### config.mk
export PLATFORM = sky130hd
export DESIGN_NAME = nios2_soc_sysid_ext
export DESIGN_NICKNAME = d
export VERILOG_FILES = /design/src/rtl/nios2_soc_sysid_pkg.sv /design/src/rtl/nios2_soc_sysid_uptime.sv /design/src/rtl/nios2_soc_sysid_ext.sv
export SDC_FILE = /design/constraint.sdc
export NUM_CORES = 1
export LEC_CHECK = 0
export CAP_MARGIN = 10
export CORE_UTILIZATION = 56
export CTS_CLUSTER_DIAMETER = 40
export DETAILED_ROUTE_END_ITERATION = 10
export PLACE_DENSITY = 0.8
export SLEW_MARGIN = 20
export SYNTH_ARGS = -nofsm -noshare
export SYNTH_HDL_FRONTEND = slang
export SYNTH_HIERARCHICAL = 1
export SYNTH_SLANG_ARGS = --single-unit
### constraint.sdc
create_clock -name clock -period 2.77 [get_ports clock]
set_input_delay 0.554 -clock clock [delete_from_list [all_inputs] [get_ports clock]]
set_output_delay 0.554 -clock clock [all_outputs]
set_load 0.02 [all_outputs]
### src/rtl/nios2_soc_sysid_pkg.sv
// Shared constants for the generation-2 system-ID slave: register offsets,
// CTRL bit positions and the deepest supported read pipeline.
package nios2_soc_sysid_pkg;

    localparam int unsigned REG_ID        = 0;
    localparam int unsigned REG_TIMESTAMP = 1;
    localparam int unsigned REG_UPTIME_LO = 2;
    localparam int unsigned REG_UPTIME_HI = 3;
    localparam int unsigned REG_CLKFREQ   = 4;
    localparam int unsigned REG_SCRATCH   = 5;
    localparam int unsigned REG_CTRL      = 6;

    localparam int unsigned CTRL_CLR = 0;
    localparam int unsigned CTRL_RUN = 1;

    localparam int unsigned MAX_READ_LATENCY = 2;

endpackage

### src/rtl/nios2_soc_sysid_uptime.sv
// 64-bit free-running uptime counter with a high-word shadow captured
// whenever the low word is read, so software sees a coherent 64-bit value.
module nios2_soc_sysid_uptime (
    input  logic        clock,
    input  logic        reset_n,
    input  logic        run,
    input  logic        clr,
    input  logic        snapshot,
    output logic [31:0] lo,
    output logic [31:0] hi_shadow
);

    logic [63:0] cnt_q, cnt_d;
    logic [31:0] shadow_q, shadow_d;

    always_comb begin
        cnt_d    = cnt_q;
        shadow_d = shadow_q;
        if (clr) begin
            cnt_d = '0;
        end else if (run) begin
            cnt_d = cnt_q + 64'd1;
        end
        if (snapshot) begin
            shadow_d = cnt_q[63:32];
        end
    end

    always_ff @(posedge clock or negedge reset_n) begin
        if (!reset_n) begin
            cnt_q    <= '0;
            shadow_q <= '0;
        end else begin
            cnt_q    <= cnt_d;
            shadow_q <= shadow_d;
        end
    end

    assign lo        = cnt_q[31:0];
    assign hi_shadow = shadow_q;

endmodule

### src/rtl/nios2_soc_sysid_ext.sv
// Avalon-MM system-ID slave (gen 2): ID/timestamp/clock words, uptime counter,
// CTRL register and a fixed-latency read pipeline. SYSID_SCRATCH_EN adds SCRATCH.
module nios2_soc_sysid_ext
    import nios2_soc_sysid_pkg::*;
#(
    parameter logic [31:0] SYSTEM_ID    = 32'h0000_0000,
    parameter logic [31:0] TIMESTAMP    = 32'd0,
    parameter logic [31:0] CLK_FREQ_HZ  = 32'd50000000,
    parameter int unsigned ADDR_W       = 3,
    parameter int unsigned READ_LATENCY = 1
) (
    input  logic              clock,
    input  logic              reset_n,
    input  logic [ADDR_W-1:0] address,
    input  logic              read,
    input  logic              write,
    input  logic [31:0]       writedata,
    output logic [31:0]       readdata,
    output logic              readdatavalid
);

    localparam int unsigned LAT = (READ_LATENCY == 0) ? 1 :
                                  (READ_LATENCY > MAX_READ_LATENCY) ? MAX_READ_LATENCY :
                                  READ_LATENCY;

    logic        run_q, run_d;
    logic        ctrl_wr, clr, snapshot;
    logic [31:0] up_lo, up_hi_shadow, scratch_rd, rdata;

    nios2_soc_sysid_uptime u_uptime (
        .clock     (clock),
        .reset_n   (reset_n),
        .run       (run_q),
        .clr       (clr),
        .snapshot  (snapshot),
        .lo        (up_lo),
        .hi_shadow (up_hi_shadow)
    );

`ifdef SYSID_SCRATCH_EN
    logic [31:0] scratch_q, scratch_d;

    always_comb begin
        scratch_d = scratch_q;
        if (write && (address == ADDR_W'(REG_SCRATCH))) begin
            scratch_d = writedata;
        end
    end

    always_ff @(posedge clock or negedge reset_n) begin
        if (!reset_n) begin
            scratch_q <= '0;
        end else begin
            scratch_q <= scratch_d;
        end
    end

    assign scratch_rd = scratch_q;
`else
    logic unused_scratch_wdata;
    assign unused_scratch_wdata = ^writedata[31:2];
    assign scratch_rd           = '0;
`endif

    always_comb begin
        ctrl_wr  = write && (address == ADDR_W'(REG_CTRL));
        clr      = ctrl_wr && writedata[CTRL_CLR];
        snapshot = read && (address == ADDR_W'(REG_UPTIME_LO));
        run_d    = run_q;
        if (ctrl_wr) begin
            run_d = writedata[CTRL_RUN];
        end

        // Register values are sampled before this cycle's write lands.
        rdata = '0;
        case (address)
            ADDR_W'(REG_ID):        rdata = SYSTEM_ID;
            ADDR_W'(REG_TIMESTAMP): rdata = TIMESTAMP;
            ADDR_W'(REG_UPTIME_LO): rdata = up_lo;
            ADDR_W'(REG_UPTIME_HI): rdata = up_hi_shadow;
            ADDR_W'(REG_CLKFREQ):   rdata = CLK_FREQ_HZ;
            ADDR_W'(REG_SCRATCH):   rdata = scratch_rd;
            ADDR_W'(REG_CTRL):      rdata[CTRL_RUN] = run_q;
            default:                rdata = '0;
        endcase
    end

    always_ff @(posedge clock or negedge reset_n) begin
        if (!reset_n) begin
            run_q <= 1'b1;
        end else begin
            run_q <= run_d;
        end
    end

    logic        vld_q [LAT];
    logic        vld_d [LAT];
    logic [31:0] dat_q [LAT];
    logic [31:0] dat_d [LAT];

    always_comb begin
        vld_d[0] = read;
        dat_d[0] = read ? rdata : '0;
        for (int unsigned i = 1; i < LAT; i++) begin
            vld_d[i] = vld_q[i-1];
            dat_d[i] = dat_q[i-1];
        end
    end

    always_ff @(posedge clock or negedge reset_n) begin
        if (!reset_n) begin
            for (int unsigned i = 0; i < LAT; i++) begin
                vld_q[i] <= 1'b0;
                dat_q[i] <= '0;
            end
        end else begin
            for (int unsigned i = 0; i < LAT; i++) begin
                vld_q[i] <= vld_d[i];
                dat_q[i] <= dat_d[i];
            end
        end
    end

    assign readdata      = dat_q[LAT-1];
    assign readdatavalid = vld_q[LAT-1];

endmodule
### Routed metal, one color a layer, run 1

Two of the layers only.
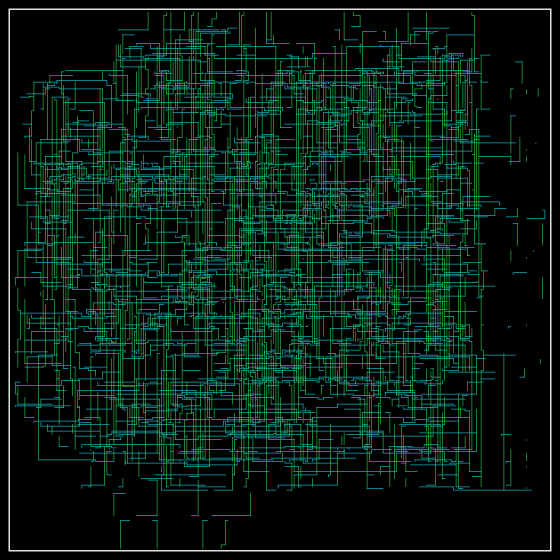
[met1] cyan | wire length: 6250 µm
[met2] green | wire length: 7610 µm
detail-routed net length per standard cell: 18.8 µm
total length of routed wires: 14.9 mm

### Where the registers sit, run 1

Scale bar: 20 µm.
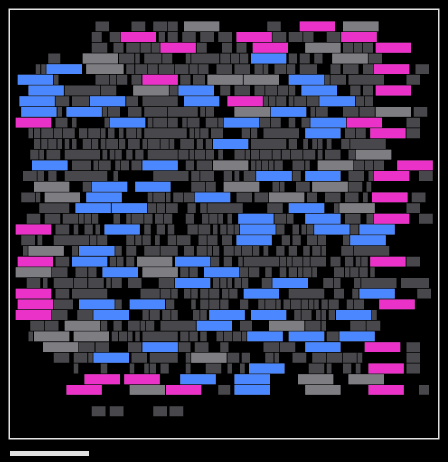
[`u_uptime/cnt_q`] blue | sequential cells: 64
[`readdata`] magenta | sequential cells: 32 | where: spread over the die
not colored: 34
final design utilization: 0.680
power in sequential cells: 2.18 mW
sequential cell area: 3250 µm²
sequential share of cell area: 0.436

### Pin placement, run 1

Pins as bars across the die edge, other pins in gray.
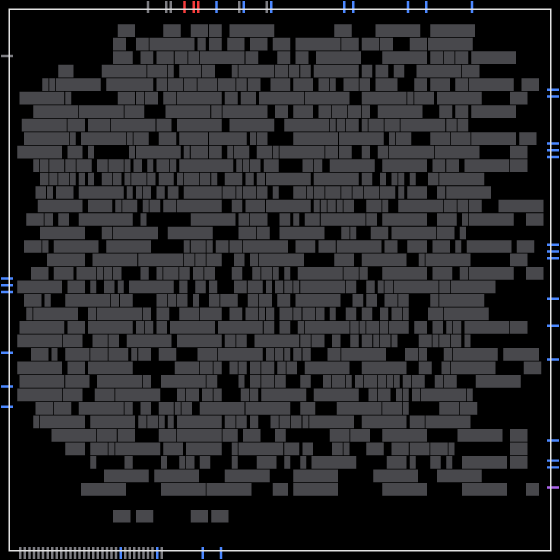
[`reset_n`] purple | pins: 1 | direction: input | edge: east
[`readdata`] blue | pins: 32 | direction: output | edge: 14 east, 8 north, 6 west, 4 south
[`address`] red | pins: 3 | direction: input | edge: north
all pins by edge: 34 south, 16 north, 15 east, 7 west

### Clock wiring as the flow saved it, run 1

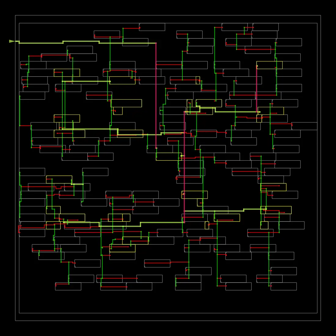
number of CTS-inserted buffers: 17
worst clock skew: 0.00738 ns
clock sink count: 130
clock buffers: 23
clock group power: 2.21 mW

==> impl_metrics.yaml, run 1 <==
# implementation run metrics
logic_synthesis:
  logic_family: "simple AND/OR/NAND/NOR gates"
  ys.flops: 130
  syn_area_per_cell_um2: 10.5
  number_of_enable_type_register_cells_in_the_synthesized_netlist: 0
  yosys_instances: 611
  ff_type: "sky130_fd_sc_hd__dfrtp_1"
  syn_area_um2: 6400
  fraction_of_synthesized_area_in_multiplexers: 0.0962
  synthDistinctLibCells: 44
  synth.area.top_cells: "sky130_fd_sc_hd__dfrtp_1 (50%), sky130_fd_sc_hd__mux2_2 (6.2%), sky130_fd_sc_hd__buf_4 (4.5%), sky130_fd_sc_hd__nor2_1 (4.1%), sky130_fd_sc_hd__mux2i_1 (3.3%)"
  top_cells_by_count: "sky130_fd_sc_hd__dfrtp_1 (129), sky130_fd_sc_hd__nor2_1 (70), sky130_fd_sc_hd__buf_4 (38)"
  simple_gate_share: 0.208
  synth-compound-area-share: 0.0749
clock_network:
  ctsRootBufferMaster: "sky130_fd_sc_hd__clkbuf_16"
  cts.repair_timing.setup_buffer_count: 0
  clk_latency_ns: 0.41
  cts_resized: 0
  ctsHtreeMaxLevel: 4
  clkSlewWorstSetupHoldPaths_ns: 0.06
  ctsLongestPathBuffers: 2
  cts-hold-fix-buffers: 0
worst_setup_path:
  crit-reg2reg-capture: "u_uptime/cnt_q[61]"
  worstPathRequired_ns: 3.10
  cp_num_buf_inv: 3
  cpPeakStageDelay_ns: 0.51
  r2r-start: "u_uptime/cnt_q[27]"
  critPathSlowestCell: "sky130_fd_sc_hd__clkdlybuf4s50_1"
  setup.worst_path.start_class: "input pin"
  path_class: "in2reg"
power:
  p_seq_frac: 0.451
  total_switching_power_mw: 1.21
  power_leader: "clock"
  swShare: 0.250
grt:
  grt_start_max_net_pins: 68
  grt_first_pass_wirelength_mm: 24.8
  use_met1: 0.348
  busiest_layer: "met2"
  via_count_of_the_first_global_routing_pass: 4997
placed_design:
  gp_routability_congestion: 0.873
  dp_slack_ns: -0.373
  port_buffers: 41
  placed_cells: 760
layout:
  layout.comb_gates.multi_input: 410
  most-common-layout-cells: "sky130_fd_sc_hd__dfrtp_1 (129), sky130_fd_sc_hd__nor2_1 (68), sky130_fd_sc_hd__clkdlybuf4s50_1 (39), sky130_fd_sc_hd__mux2_2 (35), sky130_fd_sc_hd__nand4_1 (31)"
  finish.instance_area_um2: 7470
  combGateArea_um2: 2740
  layout.buffer.nonclock.area_share: 0.0901
  largest_register_ff_count: 64
  ratio_of_cells_with_drive_above_1_in_the_final_layout: 0.178
  final_common_cell: "sky130_fd_sc_hd__dfrtp_1"
  largest_register: "u_uptime/cnt_q"
  comb_share: 0.367
  area_growth_syn_to_layout_pct: 16.7
route:
  drtAntennaViolNets: 0
  highest-signal-layer: "met4"
  wl_met1_mm: 6.25
  wl_met2_mm: 7.61
  detail_route.drc_violations: 0
  vias: 4872
timing:
  timing.max_slew.rel_slack: 0.473
  rsz0062_at_grt: "false"
  finalSetupViolations: 0
  drv_slew: 0
  hold_viol_final: 0
  layout_worst_path_cycle_share: 0.938
job:
  maxCapViolations: 0
floorplan:
  die-area_um2: 11900
  die_width_um: 109
  row_count: 38
  die-height_um: 109
  floorplan.core_util: 0.582
worst_hold_path:
  hp-class: "in2async"
run_status:
  status: "completed"
==> run 2: changes to the inputs <==
--- a/config.mk
+++ b/config.mk
@@ -6,10 +6,11 @@
 export NUM_CORES = 1
 export LEC_CHECK = 0
 export CAP_MARGIN = 10
-export CORE_UTILIZATION = 56
+export CORE_UTILIZATION = 60
 export CTS_CLUSTER_DIAMETER = 40
 export DETAILED_ROUTE_END_ITERATION = 10
-export PLACE_DENSITY = 0.8
+export DONT_BUFFER_PORTS = 1
+export PLACE_DENSITY = 0.76
 export SLEW_MARGIN = 20
 export SYNTH_ARGS = -nofsm -noshare
 export SYNTH_HDL_FRONTEND = slang
### Clock wiring as the flow saved it, run 2

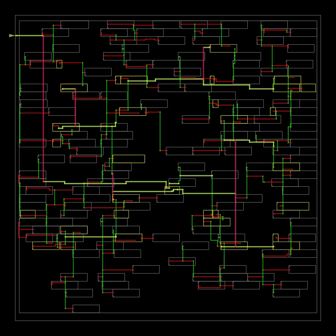
clock buffers: 22
clock group power: 2.17 mW
Late-Pin Clk Latency: 0.54 ns

### Routed metal, one color a layer, run 2

Two of the layers only.
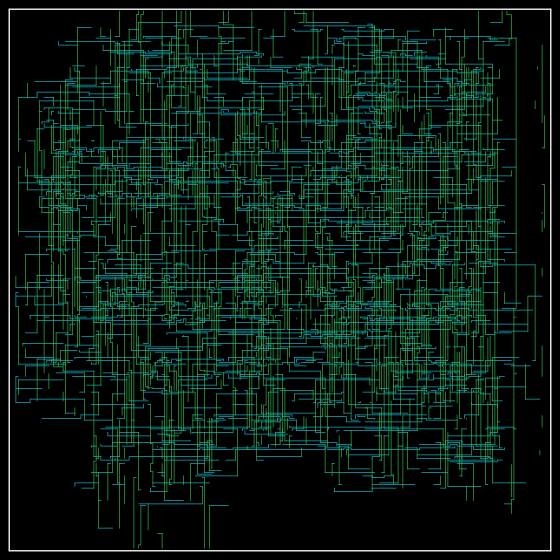
[met2] green | wire length: 7130 µm
[met1] cyan | wire length: 5850 µm

==> run 2 against run 1 <==
Against the previous run:
- the flow now finishes with violations (negative hold slack)
- critical path depth is 4 lower
- synthesized area stayed put
- count of clock-buffer cells in the layout is 1 lower
- clock skew is 0.00082 ns higher
- global-route usage hardly changed
- first-iteration DRC count is 20% higher
- critical endpoint is now u_uptime/cnt_q[50]
- highest routed layer unchanged
==> impl_metrics.yaml, run 2 <==
# implementation run metrics
run_status:
  status: "finished with violations"
  failed_checks: "negative hold slack"
layout:
  most-common-layout-cells: "sky130_fd_sc_hd__dfrtp_1 (129), sky130_fd_sc_hd__nor2_1 (68), sky130_fd_sc_hd__mux2_2 (35), sky130_fd_sc_hd__nand4_1 (31)"
  layout.comb_gates.multi_input: 410
  final_design_utilization: 0.669
  largest_register_ff_count: 64
  largest_register: "u_uptime/cnt_q"
  area_growth_syn_to_layout_pct: 7.90
  final_common_cell: "sky130_fd_sc_hd__dfrtp_1"
  combGateArea_um2: 2730
route:
  routed_wire_length_per_instance_um: 19.3
  wl_met1_mm: 5.85
  drtAntennaViolNets: 0
  highest-signal-layer: "met4"
clock_network:
  ctsHtreeMaxLevel: 4
  clkSlewWorstSetupHoldPaths_ns: 0.06
  cts_inserted_buffers: 17
  ctsRootBufferMaster: "sky130_fd_sc_hd__clkbuf_8"
  cts.repair_timing.setup_buffer_count: 0
  clock_sinks: 130
timing:
  rsz0062_at_grt: "false"
  layout_worst_path_cycle_share: 0.957
  finalHoldWorstSlack_ns: -0.283
  drv_slew: 0
  hold_viol_final: 130
  final.setup_skew_ns: 0.00820
job:
  maxCapViolations: 0
grt:
  via_count_of_the_first_global_routing_pass: 4628
power:
  seq_power_mw: 2.19
  p_seq_frac: 0.469
  total_switching_power_mw: 1.15
  power_leader: "sequential cells"
logic_synthesis:
  yosys_instances: 611
  synth.area.top_cells: "sky130_fd_sc_hd__dfrtp_1 (50%), sky130_fd_sc_hd__mux2_2 (6.2%), sky130_fd_sc_hd__buf_4 (4.5%), sky130_fd_sc_hd__nor2_1 (4.1%), sky130_fd_sc_hd__mux2i_1 (3.3%)"
  ff_type: "sky130_fd_sc_hd__dfrtp_1"
  simple_gate_share: 0.208
  syn_area_um2: 6400
  syn_area_per_cell_um2: 10.5
  logic_family: "simple AND/OR/NAND/NOR gates"
  ys.flops: 130
floorplan:
  row_count: 37
  die_width_um: 105
worst_setup_path:
  r2r-start: "u_uptime/cnt_q[0]"
  setup.worst_path.start_class: "register"
  critPathSlowestCell: "sky130_fd_sc_hd__or4_1"
  worstPathRequired_ns: 3.21
  crit-reg2reg-capture: "u_uptime/cnt_q[50]"
  cpPeakStageDelay_ns: 0.64
worst_hold_path:
  hp-class: "in2async"
placed_design:
  placed_cells: 703
==> run 3: changes to the inputs <==
--- a/config.mk
+++ b/config.mk
@@ -6,6 +6,7 @@
 export NUM_CORES = 1
 export LEC_CHECK = 0
 export CAP_MARGIN = 10
+export CORE_MARGIN = 2
 export CORE_UTILIZATION = 60
 export CTS_CLUSTER_DIAMETER = 40
 export DETAILED_ROUTE_END_ITERATION = 10
### Routed metal, one color a layer, run 3

Two of the layers only.
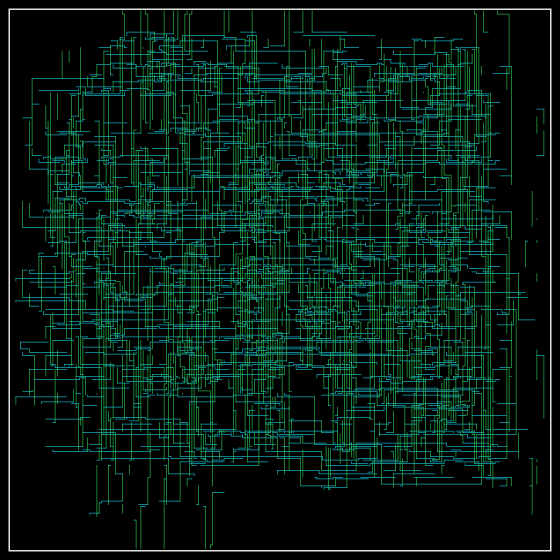
[met1] cyan | wire length: 5930 µm
[met2] green | wire length: 7470 µm
total number of vias: 4654
total length of routed wires: 14.5 mm

### Clock wiring as the flow saved it, run 3

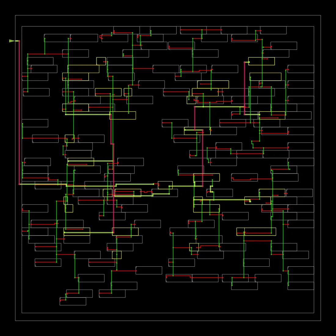
worst clock skew: 0.00756 ns
Seq cells: 130
Late-Pin Clk Latency: 0.52 ns
clock buffers: 18
clock group power: 2.34 mW

==> run 3 against run 2 <==
Against the previous run:
- the run still ends with negative hold slack left
- global-route usage down 0.61 points
- setup slack better by 0.19 ns
- maximum frequency up 7.7%
- first-iteration DRC count down 8.7%
- total power up 3.5%
- clock skew down 0.00064 ns
- clock power up 8%
- register-to-register slack better by 0.19 ns
- synthesized area unchanged
- core utilization up 0.41 points
==> impl_metrics.yaml, run 3 <==
# implementation run metrics
clock_network:
  ctsRootBufferMaster: "sky130_fd_sc_hd__clkbuf_8"
  cts_resized: 0
  clkSlewWorstSetupHoldPaths_ns: 0.06
  cts.repair_timing.setup_buffer_count: 0
  cts_inserted_buffers: 17
  ctsHtreeMaxLevel: 4
  clock_sinks: 130
worst_setup_path:
  path_class: "reg2reg"
  setup.worst_path.start_class: "register"
  cp-startpoint: "u_uptime/cnt_q[0]"
  critPathSlowestCell: "sky130_fd_sc_hd__or4_1"
  cpPeakStageDelay_ns: 0.59
  cp_num_cells: 6
  cp_num_buf_inv: 0
  worstPathCellList: "ha_1 > nand3_1 > nor2_1 > nand4_1 > or4_1 > a21oi_1"
  worstPathRequired_ns: 3.21
  r2r-start: "u_uptime/cnt_q[0]"
  crit-reg2reg-capture: "u_uptime/cnt_q[50]"
layout:
  number_of_filler_cells_placed_in_the_layout: 751
  area_growth_syn_to_layout_pct: 8.57
  finish.net_count: 626
  combGateArea_um2: 2730
  area.sequential_um2: 3250
  largest_register_ff_count: 64
  largest_register: "u_uptime/cnt_q"
  ratio_of_cells_with_drive_above_1_in_the_final_layout: 0.167
  most-common-layout-cells: "sky130_fd_sc_hd__dfrtp_1 (129), sky130_fd_sc_hd__nor2_1 (68), sky130_fd_sc_hd__mux2_2 (35), sky130_fd_sc_hd__nand4_1 (31)"
  final_common_cell: "sky130_fd_sc_hd__dfrtp_1"
  num-nonclk-buffers: 18
  layout.comb_gates.multi_input: 410
  final_design_utilization: 0.673
  nonClockInverterCount: 9
  finish.instance_area_um2: 6950
logic_synthesis:
  syn_area_per_cell_um2: 10.5
  fraction_of_synthesis_flops_using_an_asynchronous_set_or_reset_pin: 1.00
  synth_dominant_cell_count: "sky130_fd_sc_hd__dfrtp_1"
  syn_area_um2: 6400
  logic_family: "simple AND/OR/NAND/NOR gates"
  top_cells_by_count: "sky130_fd_sc_hd__dfrtp_1 (129), sky130_fd_sc_hd__nor2_1 (70), sky130_fd_sc_hd__buf_4 (38)"
  simple_gate_share: 0.208
  xor_share: 0.0438
  ff_type: "sky130_fd_sc_hd__dfrtp_1"
  synth.area.top_cells: "sky130_fd_sc_hd__dfrtp_1 (50%), sky130_fd_sc_hd__mux2_2 (6.2%), sky130_fd_sc_hd__buf_4 (4.5%), sky130_fd_sc_hd__nor2_1 (4.1%), sky130_fd_sc_hd__mux2i_1 (3.3%)"
  yosys_instances: 611
  ys.flops: 130
timing:
  finalSetupViolations: 0
  rsz0062_at_grt: "false"
  layout_worst_path_cycle_share: 0.889
  hold_viol_final: 130
  min_period_ns: 2.46
  finalHoldWorstSlack_ns: -0.279
  drv_slew: 0
  worst-slew-pin-transition_ns: 0.841
power:
  p_leak_nw: 3.07
  p_seq_frac: 0.453
  seq_power_mw: 2.19
  total_switching_power_mw: 1.20
  powerDensity_nw_per_um2: 697
  power_leader: "clock"
  comb-power_mw: 0.305
job:
  warnings: 60
  maxCapViolations: 0
worst_hold_path:
  hp-class: "in2async"
floorplan:
  row_count: 37
  die-height_um: 107
  die_width_um: 107
  tap_cells: 136
run_status:
  failed_checks: "negative hold slack"
  status: "finished with violations"
route:
  route.met3.wl_um: 741
  wl_met1_mm: 5.93
  drtAntennaViolNets: 0
  wl_met2_mm: 7.47
  routed_wire_length_per_instance_um: 19.7
  highest-signal-layer: "met4"
grt:
  grt_start_max_net_pins: 131
  via_count_of_the_first_global_routing_pass: 4760
  grt_first_pass_wirelength_mm: 24.1
  busiest_layer: "met2"
placed_design:
  placed_cells: 703
Power figures rest on the tool's default switching activity, not on a simulated workload.
